==> config.mk <==
export PLATFORM = sky130hd
export DESIGN_NAME = shift_frame_ctrl
export DESIGN_NICKNAME = d
export VERILOG_FILES = /design/src/rtl/shift_frame_ctrl.sv
export SDC_FILE = /design/constraint.sdc
export NUM_CORES = 1
export LEC_CHECK = 0
export ABC_AREA = 1
export CORE_MARGIN = 10
export CORE_UTILIZATION = 54
export DETAILED_ROUTE_END_ITERATION = 7
export PLACE_DENSITY = 0.9
export SYNTH_ARGS = -nofsm -noshare
export SYNTH_HDL_FRONTEND = slang
export SYNTH_SLANG_ARGS = --single-unit
==> constraint.sdc <==
create_clock -name clk -period 2.5 [get_ports clk]
set_clock_uncertainty 0.05 [all_clocks]
set_input_delay 0.5 -clock clk [delete_from_list [all_inputs] [get_ports clk]]
set_output_delay 0.5 -clock clk [all_outputs]
set_load 0.02 [all_outputs]
==> src/rtl/shift_frame_ctrl.sv <==
// Frame controller that serialises a parallel word as start/data/[parity]/stop bits into a siso chain.
// Define SHIFT_FRAME_PARITY_EN to insert an even-parity bit between the data and stop bits.
module shift_frame_ctrl #(
  parameter int DATA_W    = 8,
  parameter int STOP_BITS = 1
) (
  input  logic              clk,
  input  logic              Rst,
  input  logic [DATA_W-1:0] in_data,
  input  logic              in_valid,
  output logic              in_ready,
  input  logic              abort,
  output logic              serial_in,
  output logic              shift_en,
  output logic              busy,
  output logic              done
);

  localparam int CNT_W = (DATA_W > 1) ? $clog2(DATA_W) : 1;
  localparam logic [CNT_W-1:0] LAST = CNT_W'(DATA_W - 1);
  localparam logic STOP_LAST = (STOP_BITS == 2);
  localparam logic DONE_ON_ENTRY = (STOP_BITS == 1);

`ifdef SHIFT_FRAME_PARITY_EN
  typedef enum logic [2:0] {IDLE, START, DATA, PARITY, STOP} state_t;
`else
  typedef enum logic [2:0] {IDLE, START, DATA, STOP} state_t;
`endif

  state_t            state;
  logic [DATA_W-1:0] word;
  logic [CNT_W-1:0]  cnt;
  logic [CNT_W-1:0]  cnt_nxt;
  logic              stop_cnt;

  assign cnt_nxt = cnt + CNT_W'(1);

  // Outputs are registered alongside the state: each transition loads the
  // output values belonging to the state being entered.
  always_ff @(posedge clk) begin
    if (Rst) begin
      state     <= IDLE;
      cnt       <= '0;
      stop_cnt  <= 1'b0;
      serial_in <= 1'b1;
      shift_en  <= 1'b0;
      busy      <= 1'b0;
      done      <= 1'b0;
      in_ready  <= 1'b1;
    end else begin
      done <= 1'b0;
      if (state == IDLE) begin
        // abort in IDLE vetoes the handshake even though in_ready is high
        if (in_valid && !abort) begin
          word      <= in_data;
          state     <= START;
          serial_in <= 1'b0;
          shift_en  <= 1'b1;
          busy      <= 1'b1;
          in_ready  <= 1'b0;
        end
      end else if (abort || (state == STOP && stop_cnt == STOP_LAST)) begin
        state     <= IDLE;
        cnt       <= '0;
        serial_in <= 1'b1;
        shift_en  <= 1'b0;
        busy      <= 1'b0;
        in_ready  <= 1'b1;
      end else begin
        case (state)
          START: begin
            state     <= DATA;
            cnt       <= '0;
            serial_in <= word[0];
          end
          DATA: begin
            if (cnt == LAST) begin
              cnt <= '0;
`ifdef SHIFT_FRAME_PARITY_EN
              state     <= PARITY;
              serial_in <= ^word;
`else
              state     <= STOP;
              stop_cnt  <= 1'b0;
              serial_in <= 1'b1;
              done      <= DONE_ON_ENTRY;
`endif
            end else begin
              cnt       <= cnt_nxt;
              serial_in <= word[cnt_nxt];
            end
          end
`ifdef SHIFT_FRAME_PARITY_EN
          PARITY: begin
            state     <= STOP;
            stop_cnt  <= 1'b0;
            serial_in <= 1'b1;
            done      <= DONE_ON_ENTRY;
          end
`endif
          STOP: begin
            // only reached with two stop bits: second stop cycle carries done
            stop_cnt <= 1'b1;
            done     <= 1'b1;
          end
          default: state <= IDLE;
        endcase
      end
    end
  end

endmodule

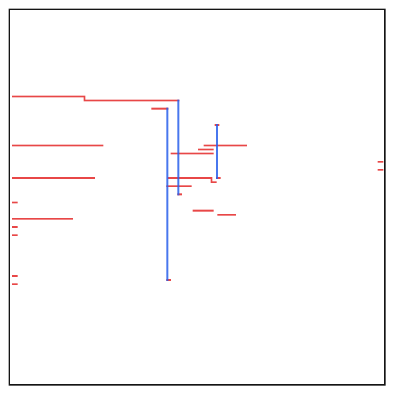
**Above:** run 1 (metal layers overlaid).
Drawn at 6 px/um. Only two layers are drawn.
- metal 4: blue (wire length 53.0 um)
- metal 3: red (wire length 110 um)

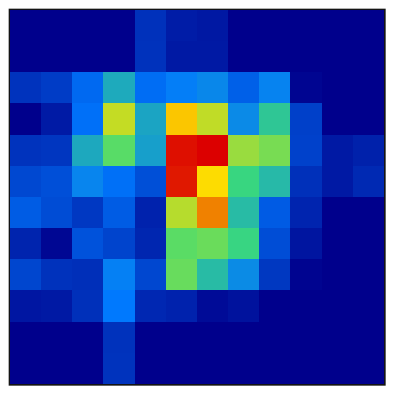
**Above:** run 1 (wire density map).
Drawn at 6 px/um. The die is cut into 12 by 12 equal tiles; dark blue is low, red is high, scaled to the fullest tile. Values are wire area over tile area, all layers added.
- nearly empty tiles: 40%
- mean over tiles: 0.083
- fullest tile: 0.52
WL final: 1.98 mm
DR vias: 862
Total GRT Usage: 10.7%
wire per inst: 12.0 um

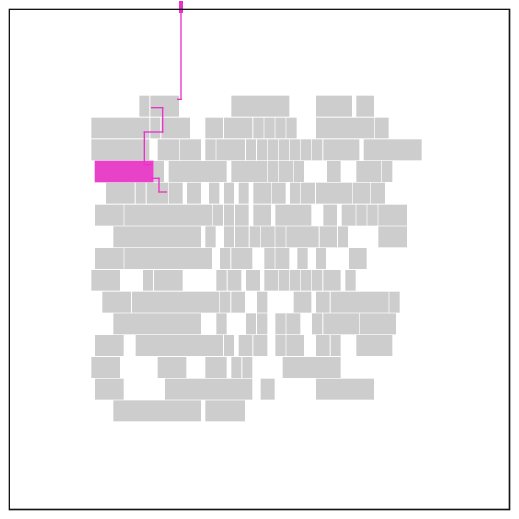
**Above:** run 1 (nets reached from selected ports).
Drawn at 8 px/um.
- busy: magenta (bits 1; direction output; end cells 1; buffers 1; wire 26.7 um)
Ports: 17
Port Buffers: 16

[run 1: report_power, final]
| part | internal (uW) | switching [uW] |
|---|---|---|
| clock network | 89.0 | 91.5 |
| registers | 376 | 61.6 |
| logic | 248 | 380 |
| total | 713 | 533 |
[run 1: per-stage QoR]
| stage | worst slack [ns] | instances | instance area [sq um] | util, % |
|---|---|---|---|---|
| after CTS | 0.666 | 165 | 1200 | 70.0 |
| after detailed placement | 0.415 | 161 | 1160 | 67.9 |
| after global placement | 0.514 | 161 | 1160 | 67.9 |
| after floorplan | 0.816 | 120 | 968 | - |
| final | 0.669 | 165 | 1200 | 70.0 |
| after global routing | 0.629 | 165 | 1200 | 70.0 |
[run 1: final timing paths]
check / startpoint / endpoint / slack (ns) / depth (start not counted)
setup / recovery: busy / shift_en / 0.67 / 1
hold / removal: in_ready / in_ready / 0.44 / 2
setup reg to reg: state[1] / word[6] / 0.82 / 7
hold reg to reg: in_ready / in_ready / 0.44 / 2
[run 1: flip-flops by register name, summed over array words and instances (netlist names)]
name       flops
in_ready       1
busy           1
serial_in      1
state          2
done           1
word           8
cnt            3
stop_cnt       1
[run 1: cells by family (layout without fill, tap and decap cells)]
family / count (synthesis) / in the layout / share of synthesized area [%]
fa+ha+maj: 7 / 7 / 9.04
buf+inv: 19 / 39 / 7.75
compound gates: 10 / 10 / 6.46
simple gates: 66 / 66 / 31.3
flops: 18 / 18 / 45.5
[run 1: routing by layer]
layer / track usage (%) / part of all wire [%]
met5: 0 / 0
met4: 6.42 / 2.7
met3: 3.94 / 5.5
met2: 17.4 / 49
met1: 11.7 / 42
[run 1: layout make-up]
cell class              instances  area share, %
flip-flops and latches         18           36.8
multi-input cells              83           37.9
repair buffers                 17           14.0
well taps                      25           2.62
inverters                      18           5.65
clock buffers                   4           3.03
[run 1: cells in the mapped netlist]
master / instances
a21boi_2: 1
a21oi_1: 4
a21oi_2: 1
buf_4: 1
dfxtp_1: 10
edfxtp_1: 8
ha_1: 7
inv_1: 16
inv_2: 2
nand2_1: 27
nand2_2: 2
nand3_1: 15
nand4_1: 3
nand4_2: 1
nor2_1: 11
nor2_2: 4
nor3_1: 2
nor4_1: 1
o21a_1: 1
o21ai_0: 3
[run 1: cell usage in the layout (no fill, tap or decap), drive strengths merged]
master | synthesis | layout
a21boi | 1 | 1
a21oi | 5 | 5
buf | 1 | 1
clkbuf | 0 | 4
clkdlybuf4s50 | 0 | 16
dfxtp | 10 | 10
edfxtp | 8 | 8
ha | 7 | 7
inv | 18 | 18
nand2 | 29 | 29
nand3 | 15 | 15
nand4 | 4 | 4
nor2 | 15 | 15
nor3 | 2 | 2
nor4 | 1 | 1
o21a | 1 | 1
o21ai | 3 | 3
==> results.sh, run 1 <==
# flow metrics
export IMPL_worstMarginPinSlew_ns=0.264
export IMPL_path_clk_slew_ns=0.10
export IMPL_drc_errors=0
export IMPL_diodes=0
export IMPL_core_area_sq_um=1710
export IMPL_cts_hold_buf=0
export IMPL_postCtsSetupBuffers=0
export IMPL_clk_latency_ns=0.30
export IMPL_firstDrtPassIters=4
export IMPL_avgSynthCellArea_sq_um=8.07
export IMPL_synthTopCellsByArea="edfxtp_1 25%, dfxtp_1 21%, nand2_1 10%"
export IMPL_h_tree_depth=1
export IMPL_fin_nets=160
export IMPL_dieHeight_um=62.4
export IMPL_place_congestion=0.931
export IMPL_crit_fanout=3
export IMPL_ys_ff=18
export IMPL_numCtsBuffers=3
export IMPL_grt_start_max_net_pins=11
export IMPL_cts_resized=0
export IMPL_drv_slew=0
export IMPL_synth_cell_types=20
export IMPL_setup_viol=0
export IMPL_fin_crit_ns=1.83
export IMPL_log_warning_count=30
export IMPL_setup_worst_path_start_class="register"
export IMPL_relSlewSlack_pct=82.4
export IMPL_power_uw=1250
export IMPL_mi_logic_area_sq_um=453
export IMPL_holdWs_ns=0.439
export IMPL_syn_inst=120
export IMPL_synth_seq_share_pct=45.5
export IMPL_top_cell_area_share_pct=24.8
export IMPL_worstPathRequired_ns=1.95
export IMPL_leakage_uw=0.000533
export IMPL_post_dp_hpwl_mm=1.62
export IMPL_cts_tree="yes"
export IMPL_fillCellCount=132
export IMPL_final_hold_viol_count=0
export IMPL_cp_num_buf_inv=1
export IMPL_critical_path_top_delay_family="buffers and inverters"
export IMPL_grt_overflow_total=0
export IMPL_die_w_um=62.4
export IMPL_syn_area_sq_um=968
export IMPL_ys_cells=120
export IMPL_fp_utilization_pct=56.7
export IMPL_num_rows=15
export IMPL_cts_sinks=18
export IMPL_cp_arrival_ns=1.28
export IMPL_timing_final_crit_share_pct=73.2
export IMPL_cpPeakStageDelay_ns=0.61
export IMPL_drtIter0Drc=20
export IMPL_status="completed"
export IMPL_power_density_nw_per_um2=1040
export IMPL_slowest_stage="clkdlybuf4s50_1"
export IMPL_rsz0062_at_grt="no"
export IMPL_yosys_area_top_type="edfxtp_1"
export IMPL_yosys_area_sq_um=968
export IMPL_cp_end_kind="output port"
export IMPL_cts_root_buf="clkbuf_4"
export IMPL_seq_area_sq_um=440
export IMPL_ys_warn_count=0
export IMPL_synthesis_nets=139
export IMPL_grt_pass1_vias=847
export IMPL_cp_cell_sequence="clkdlybuf4s50_1"
export IMPL_vias_per_cell=5.22
export IMPL_clock_fmax_mhz=546
export IMPL_area_growth_pct=23.5
export IMPL_critPathKind="register to output port"
export IMPL_dieArea_sq_um=3890
export IMPL_drive_gt1_share_pct=11.4
export IMPL_grt_pass1_wl_mm=3.48
export IMPL_ctsLongestPathBuffers=2
export IMPL_antenna_left=0
export IMPL_holdCritPathClass="register to register"
export IMPL_vdd_ir_drop_worst_mv=0.722
==> run 2, diff against run 1 <==
--- a/config.mk
+++ b/config.mk
@@ -7,9 +7,9 @@
 export LEC_CHECK = 0
 export ABC_AREA = 1
 export CORE_MARGIN = 10
-export CORE_UTILIZATION = 54
+export CORE_UTILIZATION = 50
 export DETAILED_ROUTE_END_ITERATION = 7
-export PLACE_DENSITY = 0.9
+export PLACE_DENSITY = 0.85
 export SYNTH_ARGS = -nofsm -noshare
 export SYNTH_HDL_FRONTEND = slang
 export SYNTH_SLANG_ARGS = --single-unit
==> constraint.sdc (replaced) <==
create_clock -name clk -period 1.8 [get_ports clk]
set_clock_uncertainty 0.05 [all_clocks]
set_input_delay 0.36 -clock clk [delete_from_list [all_inputs] [get_ports clk]]
set_output_delay 0.36 -clock clk [all_outputs]
set_load 0.02 [all_outputs]
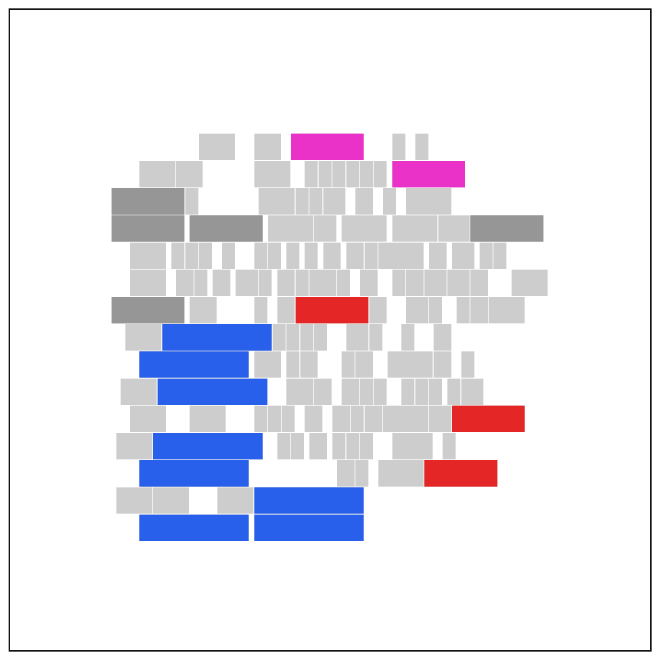
**Above:** run 2 (register map, names as in the netlist).
Drawn at 10 px/um.
- word: blue (sequential cells 8)
- cnt: red (sequential cells 3)
- state: magenta (sequential cells 2)
- not coloured: 5
flop share of the area: 36.9%
Reg area: 440 sq um
seq pwr: 605 uW

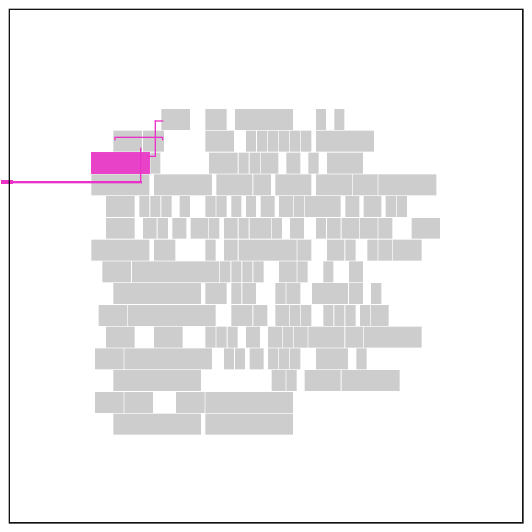
**Above:** run 2 (nets reached from selected ports).
Drawn at 8 px/um.
- busy: magenta (bits 1; direction output; end cells 1; buffers 1; wire 33.0 um)

==> results.sh, run 2 <==
# flow metrics
export IMPL_vias_per_cell=4.90
export IMPL_dieHeight_um=64.0
export IMPL_most_common_cell="nand2_1"
export IMPL_critical_path_top_delay_family="buffers and inverters"
export IMPL_status="completed"
export IMPL_log_warning_count=30
export IMPL_grt_start_max_net_pins=11
export IMPL_ys_flop_type="dfxtp_1"
export IMPL_ys_ff=18
export IMPL_wl_per_cell_um=11.6
export IMPL_final_cells=166
export IMPL_ctsLongestPathBuffers=2
export IMPL_firstDrtPassIters=4
export IMPL_slowest_stage="clkdlybuf4s50_1"
export IMPL_fin_crit_ns=1.68
export IMPL_rsz0062_at_grt="no"
export IMPL_critPathKind="register to output port"
export IMPL_fillCellCount=149
export IMPL_syn_inst=120
export IMPL_layout_top_cell="nand2_1"
export IMPL_ys_warn_count=0
export IMPL_dp_cells=162
export IMPL_dpl_worst_slack_ns=0.0147
export IMPL_yosys_area_top_type="edfxtp_1"
export IMPL_cp_cell_sequence="clkdlybuf4s50_1"
export IMPL_drv_slew=0
export IMPL_wl_mm=1.92
export IMPL_grt_pass1_vias=786
export IMPL_worstPathRequired_ns=1.39
export IMPL_synthesis_nets=139
export IMPL_timing_final_crit_share_pct=93.2
export IMPL_common_cells="27 x nand2_1, 16 x inv_1, 15 x nand3_1"
export IMPL_cts_tree="yes"
export IMPL_ys_cells=120
export IMPL_drv_cap=0
export IMPL_relSlewSlack_pct=83.6
export IMPL_top_register="word"
export IMPL_setup_worst_path_start_class="register"
export IMPL_avgSynthCellArea_sq_um=8.07
export IMPL_crit_fanout=3
export IMPL_yosys_area_sq_um=968
export IMPL_fin_nets=161
export IMPL_numCtsBuffers=3
export IMPL_grtUsageTotal_pct=10.3
export IMPL_async_flop_share_pct=0
export IMPL_final_hold_viol_count=0
export IMPL_cp_end_kind="output port"
export IMPL_boundaryPins=17
export IMPL_top_cell_area_share_pct=24.8
export IMPL_antenna_found_initial=0
export IMPL_cts_root_buf="clkbuf_4"
export IMPL_postCtsSetupBuffers=0
export IMPL_area_growth_pct=23.3
export IMPL_diodes=0
export IMPL_layout_top_cells="27 x nand2_1, 16 x inv_1, 16 x clkdlybuf4s50_1"
export IMPL_dieArea_sq_um=4100
export IMPL_cts_hold_buf=0
export IMPL_vias=814
export IMPL_edf_count=8
export IMPL_reg_top3="word x8, cnt x3, state x2"
export IMPL_setup_ws_ns=0.123
export IMPL_port_buffers=16
export IMPL_holdWs_ns=0.414
export IMPL_path_clk_slew_ns=0.10
export IMPL_clock_fmax_mhz=596
export IMPL_clk_latency_ns=0.29
export IMPL_leakage_uw=0.000532
export IMPL_holdCritPathClass="register to register"
export IMPL_post_dp_hpwl_mm=1.54
export IMPL_setup_viol=0
export IMPL_drc_errors=0
export IMPL_fp_utilization_pct=54.3
export IMPL_drtIter0Drc=28
export IMPL_cts_sinks=18
export IMPL_mi_logic_area_sq_um=453
export IMPL_num_rows=15
export IMPL_worstMarginPinSlew_ns=0.246
export IMPL_cpPeakStageDelay_ns=0.62
export IMPL_power_density_nw_per_um2=1420
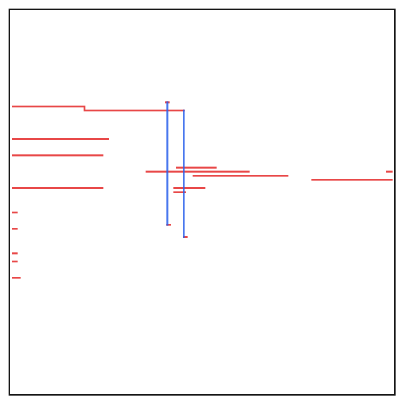
**Above:** run 2 (metal layers overlaid).
Drawn at 6 px/um. Only two layers are drawn.
- metal 4: blue (wire length 41.5 um)
- metal 3: red (wire length 140 um)

-- run 2: final cells by class --
cell class	count	share of cell area, %
clock buffer	4	2.20
tap	25	2.62
sequential	18	36.9
timing repair buffer	18	14.7
inverter	18	5.66
multi-input combinational	83	37.9
-- run 2: cells by family (layout without fill, tap and decap cells) --
group / Yosys count / after routing / share of synthesized area, %
compound gates: 10 / 10 / 6.46
fa+ha+maj: 7 / 7 / 9.04
buf+inv: 19 / 40 / 7.75
flops: 18 / 18 / 45.5
simple gates: 66 / 66 / 31.3
-- run 2: per-stage QoR --
| stage | cell area [sq um] | total power (uW) | utilization, % |
|---|---|---|---|
| floorplan | 968 | 1270 | - |
| global placement | 1170 | 1460 | 65.5 |
| detailed placement | 1170 | 1480 | 65.5 |
| CTS | 1190 | 1700 | 66.9 |
| global route | 1190 | 1870 | 66.9 |
| finish | 1190 | 1690 | 66.9 |
-- run 2: where the power goes --
group / leakage [uW] / internal [uW] / switching, uW
registers: 0.000155 / 522 / 83.0
logic: 0.000362 / 346 / 533
clock network: 0.0000150 / 86.2 / 123
total: 0.000532 / 954 / 739
-- run 2: final timing paths --
path | to | startpoint | cells past startpoint | slack [ns]
setup / recovery | busy | busy | 1 | 0.12
hold / removal | in_ready | in_ready | 2 | 0.41
setup reg to reg | word[0] | state[1] | 7 | 0.14
hold reg to reg | in_ready | in_ready | 2 | 0.41
-- run 2: layer usage --
| metal | vias up | track usage (%) | wire length (um) |
|---|---|---|---|
| met5 | - | 0 | 0 |
| met4 | 0 | 6.28 | 41 |
| met3 | 4 | 3.83 | 139 |
| met2 | 23 | 15.4 | 858 |
| met1 | 354 | 12.2 | 880 |
| li1 | 433 | - | - |
Power is estimated from default activity; no workload was simulated.
